[src/rtl/alu_multicycle.sv]
// alu_multicycle: multi-cycle integer ALU sitting behind the processor control FSM.
//
// A start pulse in IDLE captures alu_op/operand_a/operand_b. Single-cycle ops
// spend one cycle in EXEC. MUL, when built, spends WIDTH cycles in MUL_ITER
// running a shift-add multiply. Both paths then pass through a write-back
// state. That state loads result/zero/overflow/illegal and pulses done.
//
// Ports:
//   clk        clock, rising edge
//   reset      synchronous, active-high; aborts any op in flight
//   start      request pulse, honoured only in IDLE when done is low
//   alu_op     000 ADD, 001 SUB, 010 AND, 011 OR, 100 CMP_EQ, 101 SLT, 110 MUL, 111 reserved
//   operand_a  first operand
//   operand_b  second operand
//   result     result of the last completed op
//   zero       result == 0
//   overflow   signed ADD/SUB overflow, or MUL product truncation
//   illegal    last completed op was unsupported
//   busy       op in flight; drops on the edge done rises
//   done       one-cycle completion pulse (DoneALU)
//
// Configuration macro ALU_MUL_EN: builds the iterative multiplier for op 110.
// When the macro is undefined, op 110 gets the same 1-cycle illegal response as op 111.
module alu_multicycle #(
    parameter int unsigned WIDTH = 16,
    parameter int unsigned CNT_W = 5
) (
    input  logic             clk,
    input  logic             reset,
    input  logic             start,
    input  logic [2:0]       alu_op,
    input  logic [WIDTH-1:0] operand_a,
    input  logic [WIDTH-1:0] operand_b,
    output logic [WIDTH-1:0] result,
    output logic             zero,
    output logic             overflow,
    output logic             illegal,
    output logic             busy,
    output logic             done
);

    if (WIDTH < 4) begin : g_bad_width
        $error("alu_multicycle: WIDTH must be >= 4");
    end
    if ((64'd1 << CNT_W) <= 64'(WIDTH)) begin : g_bad_cnt
        $error("alu_multicycle: CNT_W too small for WIDTH iterations");
    end

    typedef enum logic [1:0] {StIdle, StExec, StMulIter, StDone} state_e;

    state_e           state_q, state_d;
    logic [2:0]       op_q, op_d;
    logic [WIDTH-1:0] a_q, a_d, b_q, b_d;
    // Values computed by EXEC/MUL_ITER, published to the outputs in DONE.
    logic [WIDTH-1:0] res_stage_q, res_stage_d;
    logic             ovf_stage_q, ovf_stage_d, ill_stage_q, ill_stage_d;
    logic [WIDTH-1:0] result_q, result_d;
    logic             zero_q, zero_d, overflow_q, overflow_d, illegal_q, illegal_d;
    logic             busy_q, busy_d, done_q, done_d;

    logic [WIDTH-1:0] sum, diff;
    assign sum  = a_q + b_q;
    assign diff = a_q - b_q;

`ifdef ALU_MUL_EN
    logic [2*WIDTH-1:0] acc_q, acc_d, mcand_q, mcand_d, acc_sum;
    logic [WIDTH-1:0]   mult_q, mult_d;
    logic [CNT_W-1:0]   cnt_q, cnt_d;
    assign acc_sum = acc_q + (mult_q[0] ? mcand_q : '0);
`endif

    always_comb begin
        state_d     = state_q;
        op_d        = op_q;
        a_d         = a_q;
        b_d         = b_q;
        res_stage_d = res_stage_q;
        ovf_stage_d = ovf_stage_q;
        ill_stage_d = ill_stage_q;
        result_d    = result_q;
        zero_d      = zero_q;
        overflow_d  = overflow_q;
        illegal_d   = illegal_q;
        busy_d      = busy_q;
        done_d      = 1'b0;
`ifdef ALU_MUL_EN
        acc_d       = acc_q;
        mcand_d     = mcand_q;
        mult_d      = mult_q;
        cnt_d       = cnt_q;
`endif
        case (state_q)
            StIdle: begin
                // done_q high means this is the completion cycle; start is dropped there.
                if (start && !done_q) begin
                    op_d   = alu_op;
                    a_d    = operand_a;
                    b_d    = operand_b;
                    busy_d = 1'b1;
                    state_d = StExec;
`ifdef ALU_MUL_EN
                    if (alu_op == 3'b110) begin
                        state_d = StMulIter;
                        cnt_d   = '0;
                        acc_d   = '0;
                        mcand_d = {{WIDTH{1'b0}}, operand_a};
                        mult_d  = operand_b;
                    end
`endif
                end
            end
            StExec: begin
                res_stage_d = '0;
                ovf_stage_d = 1'b0;
                ill_stage_d = 1'b0;
                case (op_q)
                    3'b000: begin
                        res_stage_d = sum;
                        ovf_stage_d = (a_q[WIDTH-1] == b_q[WIDTH-1]) &&
                                      (sum[WIDTH-1] != a_q[WIDTH-1]);
                    end
                    3'b001: begin
                        res_stage_d = diff;
                        ovf_stage_d = (a_q[WIDTH-1] != b_q[WIDTH-1]) &&
                                      (diff[WIDTH-1] != a_q[WIDTH-1]);
                    end
                    3'b010: res_stage_d = a_q & b_q;
                    3'b011: res_stage_d = a_q | b_q;
                    3'b100: res_stage_d = {{(WIDTH-1){1'b0}}, a_q == b_q};
                    3'b101: res_stage_d = {{(WIDTH-1){1'b0}}, $signed(a_q) < $signed(b_q)};
                    // 110 reaches EXEC only without the multiplier; 111 is reserved.
                    default: ill_stage_d = 1'b1;
                endcase
                state_d = StDone;
            end
`ifdef ALU_MUL_EN
            StMulIter: begin
                acc_d   = acc_sum;
                mcand_d = mcand_q << 1;
                mult_d  = mult_q >> 1;
                cnt_d   = cnt_q + 1'b1;
                if (cnt_q == CNT_W'(WIDTH - 1)) begin
                    res_stage_d = acc_sum[WIDTH-1:0];
                    ovf_stage_d = |acc_sum[2*WIDTH-1:WIDTH];
                    ill_stage_d = 1'b0;
                    state_d     = StDone;
                end
            end
`endif
            StDone: begin
                result_d   = res_stage_q;
                zero_d     = (res_stage_q == '0);
                overflow_d = ovf_stage_q;
                illegal_d  = ill_stage_q;
                done_d     = 1'b1;
                busy_d     = 1'b0;
                state_d    = StIdle;
            end
            default: state_d = StIdle;
        endcase
    end

    always_ff @(posedge clk) begin
        if (reset) begin
            state_q     <= StIdle;
            op_q        <= '0;
            a_q         <= '0;
            b_q         <= '0;
            res_stage_q <= '0;
            ovf_stage_q <= 1'b0;
            ill_stage_q <= 1'b0;
            result_q    <= '0;
            zero_q      <= 1'b0;
            overflow_q  <= 1'b0;
            illegal_q   <= 1'b0;
            busy_q      <= 1'b0;
            done_q      <= 1'b0;
`ifdef ALU_MUL_EN
            acc_q       <= '0;
            mcand_q     <= '0;
            mult_q      <= '0;
            cnt_q       <= '0;
`endif
        end else begin
            state_q     <= state_d;
            op_q        <= op_d;
            a_q         <= a_d;
            b_q         <= b_d;
            res_stage_q <= res_stage_d;
            ovf_stage_q <= ovf_stage_d;
            ill_stage_q <= ill_stage_d;
            result_q    <= result_d;
            zero_q      <= zero_d;
            overflow_q  <= overflow_d;
            illegal_q   <= illegal_d;
            busy_q      <= busy_d;
            done_q      <= done_d;
`ifdef ALU_MUL_EN
            acc_q       <= acc_d;
            mcand_q     <= mcand_d;
            mult_q      <= mult_d;
            cnt_q       <= cnt_d;
`endif
        end
    end

    assign result   = result_q;
    assign zero     = zero_q;
    assign overflow = overflow_q;
    assign illegal  = illegal_q;
    assign busy     = busy_q;
    assign done     = done_q;

endmodule
[config.mk]
export PLATFORM = sky130hd
export DESIGN_NAME = alu_multicycle
export DESIGN_NICKNAME = d
export VERILOG_FILES = /design/src/rtl/alu_multicycle.sv
export SDC_FILE = /design/constraint.sdc
export NUM_CORES = 1
export LEC_CHECK = 0
export ABC_AREA = 1
export CORE_MARGIN = 3
export CORE_UTILIZATION = 40
export CTS_CLUSTER_DIAMETER = 40
export CTS_CLUSTER_SIZE = 12
export DETAILED_ROUTE_END_ITERATION = 16
export GPL_TIMING_DRIVEN = 1
export SKIP_CTS_REPAIR_TIMING = 1
export SKIP_LAST_GASP = 1
export SYNTH_ARGS = -nofsm -noshare
export SYNTH_HDL_FRONTEND = slang
export SYNTH_SLANG_ARGS = --single-unit
[constraint.sdc]
create_clock -name clk -period 3.9 [get_ports clk]
set_clock_uncertainty 0.1 [all_clocks]
set_input_delay 0.39 -clock clk [delete_from_list [all_inputs] [get_ports clk]]
set_output_delay 0.39 -clock clk [all_outputs]
set_load 0.05 [all_outputs]
==> impl_metrics.env <==
# flow metrics
export IMPL_final_common_cell="nand2_1"
export IMPL_floorplan_nets=922
export IMPL_critPathLaunch="a_q[10]"
export IMPL_vias_per_cell=5.03
export IMPL_whs_ps=364
export IMPL_relSlewSlack_pct=43.1
export IMPL_crit_type="reg2reg"
export IMPL_syn_area_um2=5440
export IMPL_postSynthSeqShare_pct=28.0
export IMPL_fin_area_um2=6380
export IMPL_cp_arrival_ps=2500
export IMPL_fin_nets=962
export IMPL_hold_end="result[0]"
export IMPL_clk_latency_ps=350
export IMPL_slowest_stage="ha_1"
export IMPL_grt_setup_unrepaired="false"
export IMPL_synth_xor_area_share_pct=0.161
export IMPL_wire_per_inst_um=14.7
export IMPL_cp_depth=13
export IMPL_yosysTopAreaCell="dfxtp_1"
export IMPL_peakVddDrop_v=0.000213
export IMPL_cp_cell_sequence="inv_1 -> ha_1 -> nand2_1 -> inv_1 -> nand2_1 -> nor3_1 -> nand2_1 -> nand2_1 -> nand2_1 -> nand3_1 -> nand3_1 -> nand2_1 -> a21oi_1"
export IMPL_slowest_delay_ps=550
export IMPL_drt_iter0_drc=417
export IMPL_period_needed_ps=2410
export IMPL_max_cap_violations=0
export IMPL_firstDrtPassIters=5
export IMPL_top_cells_by_count="nand2_1 (204), inv_1 (126), nand3_1 (84), dfxtp_1 (76), a21oi_1 (75)"
export IMPL_grt_max_degree=71
export IMPL_yosysTopAreaCellShare_pct=28.0
export IMPL_grt_pass1_wl_mm=24.6
export IMPL_clock_root_buffer="clkbuf_16"
export IMPL_path_delay_family="simple AND/OR/NAND/NOR gates"
export IMPL_synth_warning_count=0
export IMPL_antenna_left=0
export IMPL_die_y_um=123
export IMPL_crit_buf_inv=2
export IMPL_yosysChipArea_um2=5440
export IMPL_power_total_mw=2.60
export IMPL_internal_power_mw=1.66
export IMPL_hpwl_mm=11.9
export IMPL_die_area_um2=15000
export IMPL_tool_warnings=62
export IMPL_ys_sh_aoi_pct=16.1
export IMPL_fillers=1370
export IMPL_die_w_um=123
export IMPL_fmax_ghz=0.415
export IMPL_worstReg2RegEnd="res_stage_q[14]"
export IMPL_cp_max_fo=9
export IMPL_worstMarginPinSlew_ps=852
export IMPL_tritoncts="built"
export IMPL_netlist_logic_family_top="simple AND/OR/NAND/NOR gates"
export IMPL_worstSetupStartpointType="flop"
export IMPL_place_gp_congestion=0.913
export IMPL_seqPwrFrac_pct=33.4
export IMPL_row_count=41
export IMPL_cts_made_buffers=9
export IMPL_mux_share_pct=0
export IMPL_power_switching_mw=0.935
export IMPL_core_um2=13000
export IMPL_powerDensity_nw_per_um2=407
export IMPL_synth_most_common_cell="nand2_1"
export IMPL_p_comb_share_pct=31.3
export IMPL_ys_cells=830
export IMPL_cp_endpoint="res_stage_q[14]"
export IMPL_adder_share_pct=12.7
export IMPL_worst_endpoint_required_ps=3990
export IMPL_setup_viol=0
export IMPL_status="finished clean"
export IMPL_tns_ps=0
export IMPL_p_sw_share_pct=36.0
export IMPL_worstHoldPathCells=2
export IMPL_cts_max_path_buffers=2
export IMPL_grt_ovfl_total=0
export IMPL_hold_viol_final=0
export IMPL_ios=59
export IMPL_most_common_layout_cells="nand2_1 (204), inv_1 (126), nand3_1 (84), dfxtp_1 (76), a21oi_1 (75)"
export IMPL_ys_flops=76
export IMPL_clkSinkCount=76
export IMPL_topCellsByArea="dfxtp_1 (28%), nand2_1 (14%), ha_1 (12%)"
export IMPL_worstReg2RegStart="a_q[10]"
export IMPL_cp_end_kind="flop"
export IMPL_cpMostUsedCell="nand2_1"
export IMPL_htree_levels=3
export IMPL_drv_slew=0
export IMPL_yosysUniqueCellTypes=43
export IMPL_edf_count=0
export IMPL_path_clk_slew_ps=70
export IMPL_fp_util_pct=41.9
export IMPL_io_buffers=58
export IMPL_simple_gate_area_share_pct=29.9
export IMPL_synth_avg_cell_area_um2=6.55
export IMPL_drc=0
export IMPL_synthCells=830
export IMPL_placed_cell_area_um2=6060
export IMPL_period_used_pct=61.7
export IMPL_antenna_found_initial=0
export IMPL_p_leak_nw=2.94
export IMPL_synth_top_flop_cell="dfxtp_1"
export IMPL_power_frac_clock_pct=35.3
export IMPL_synthToLayoutAreaGrowth_pct=17.2
export IMPL_worstHoldStart="res_stage_q[0]"
export IMPL_rrSetupSlack_ps=1490
export IMPL_r2r_cells=13
export IMPL_grt_usage_pct=21.1
export IMPL_hp_class="reg2reg"
export IMPL_diodes=0
export IMPL_layout_drive_gt1_share_pct=6.29
==> routing by layer <==
| layer | GRT usage [%] | vias up | part of all wire, % |
|---|---|---|---|
| met1 | 29.5 | 2357 | 47 |
| li1 | - | 2742 | - |
| met3 | 2.21 | 14 | 5.9 |
| met4 | 6.93 | 0 | 1.3 |
| met2 | 34.2 | 157 | 46 |
| met5 | 0 | - | 0 |
==> metrics by stage <==
step           util, %  std cells  worst slack [ps]
6_report          49.1       1047              1490
5_1_grt           49.1       1047              1290
4_1_cts           49.1       1047              1480
3_5_place_dp      46.7       1031              1340
3_3_place_gp      46.7       1031              1400
2_1_floorplan        -        830              1940
==> power by group through the flow <==
| stage | sequential, mW | combinational (mW) | clock (mW) |
|---|---|---|---|
| 6_report | 0.869 | 0.813 | 0.916 |
| 5_1_grt | 0.876 | 0.917 | 0.963 |
| 4_1_cts | 0.869 | 0.810 | 0.939 |
| 3_5_place_dp | 0.886 | 0.805 | 0 |
| 3_3_place_gp | 0.883 | 0.802 | 0 |
| 2_1_floorplan | 0.885 | 0.607 | 0 |
==> sequential cells by signal, summed over array words and instances (netlist names) <==
signal,flops
ill_stage_q,1
ovf_stage_q,1
res_stage_q,16
op_q,3
state_q,2
a_q,16
result,16
b_q,16
overflow,1
busy,1
illegal,1
done,1
zero,1
==> layout make-up <==
class	count	area (um2)	share of cell area, %
Clock buffer	10	229	3.59
Sequential cell	76	1520	23.9
Clock inverter	6	87.6	1.37
Inverter	138	522	8.18
Tap cell	172	215	3.37
Multi-Input combinational cell	584	3200	50.2
Timing Repair Buffer	61	603	9.45
==> logic make-up (layout without fill, tap and decap cells) <==
kind of cell               Yosys count  in the layout
and+or+nand+nor                    365            365
buffers and inverters              170            215
AOI/OAI and AO/OA                  164            164
DFF                                 76             76
adders and majority gates           54             54
xor gates and xnor gates             1              1
Fig. 1: M1 wires
The bar under the picture is 20 um long.
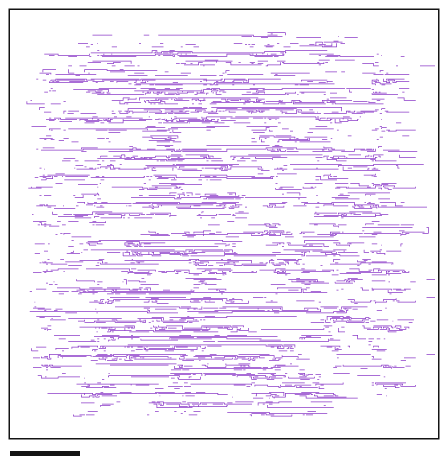
share of all routed wire	47%
main direction	horizontal
wire length on this layer	7160 um

Fig. 2: metal 2
The bar under the picture is 20 um long. Cells faint in the background.
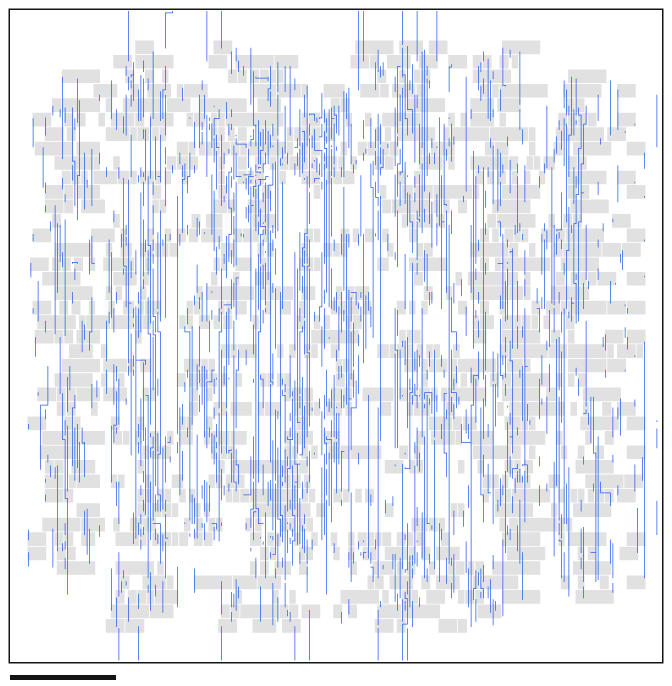
longest straight run	63.6 um
main direction	vertical

Fig. 3: M3 wires
The bar under the picture is 20 um long. Cells faint in the background.
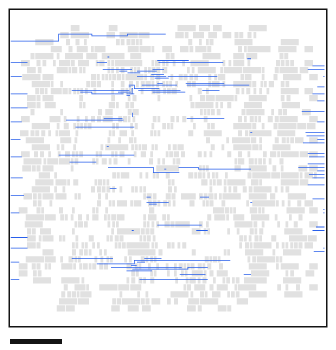
main direction	horizontal
share of all routed wire	5.9%
GR Util met3: 2.21%
total number of vias: 5270
final wirelength: 15.3 mm

Fig. 4: the metal 4 layer
The bar under the picture is 20 um long.
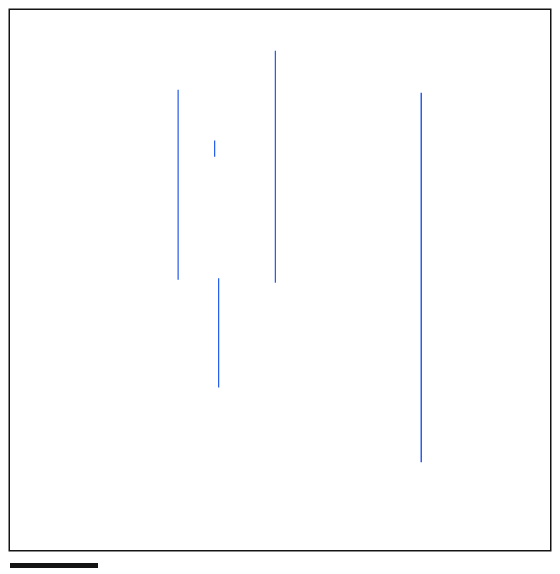
wire length on this layer	207 um
share of all routed wire	1.4%
nets with wire on the layer	3
longest straight run	83.6 um
main direction	vertical

Power is estimated from default activity; no workload was simulated.
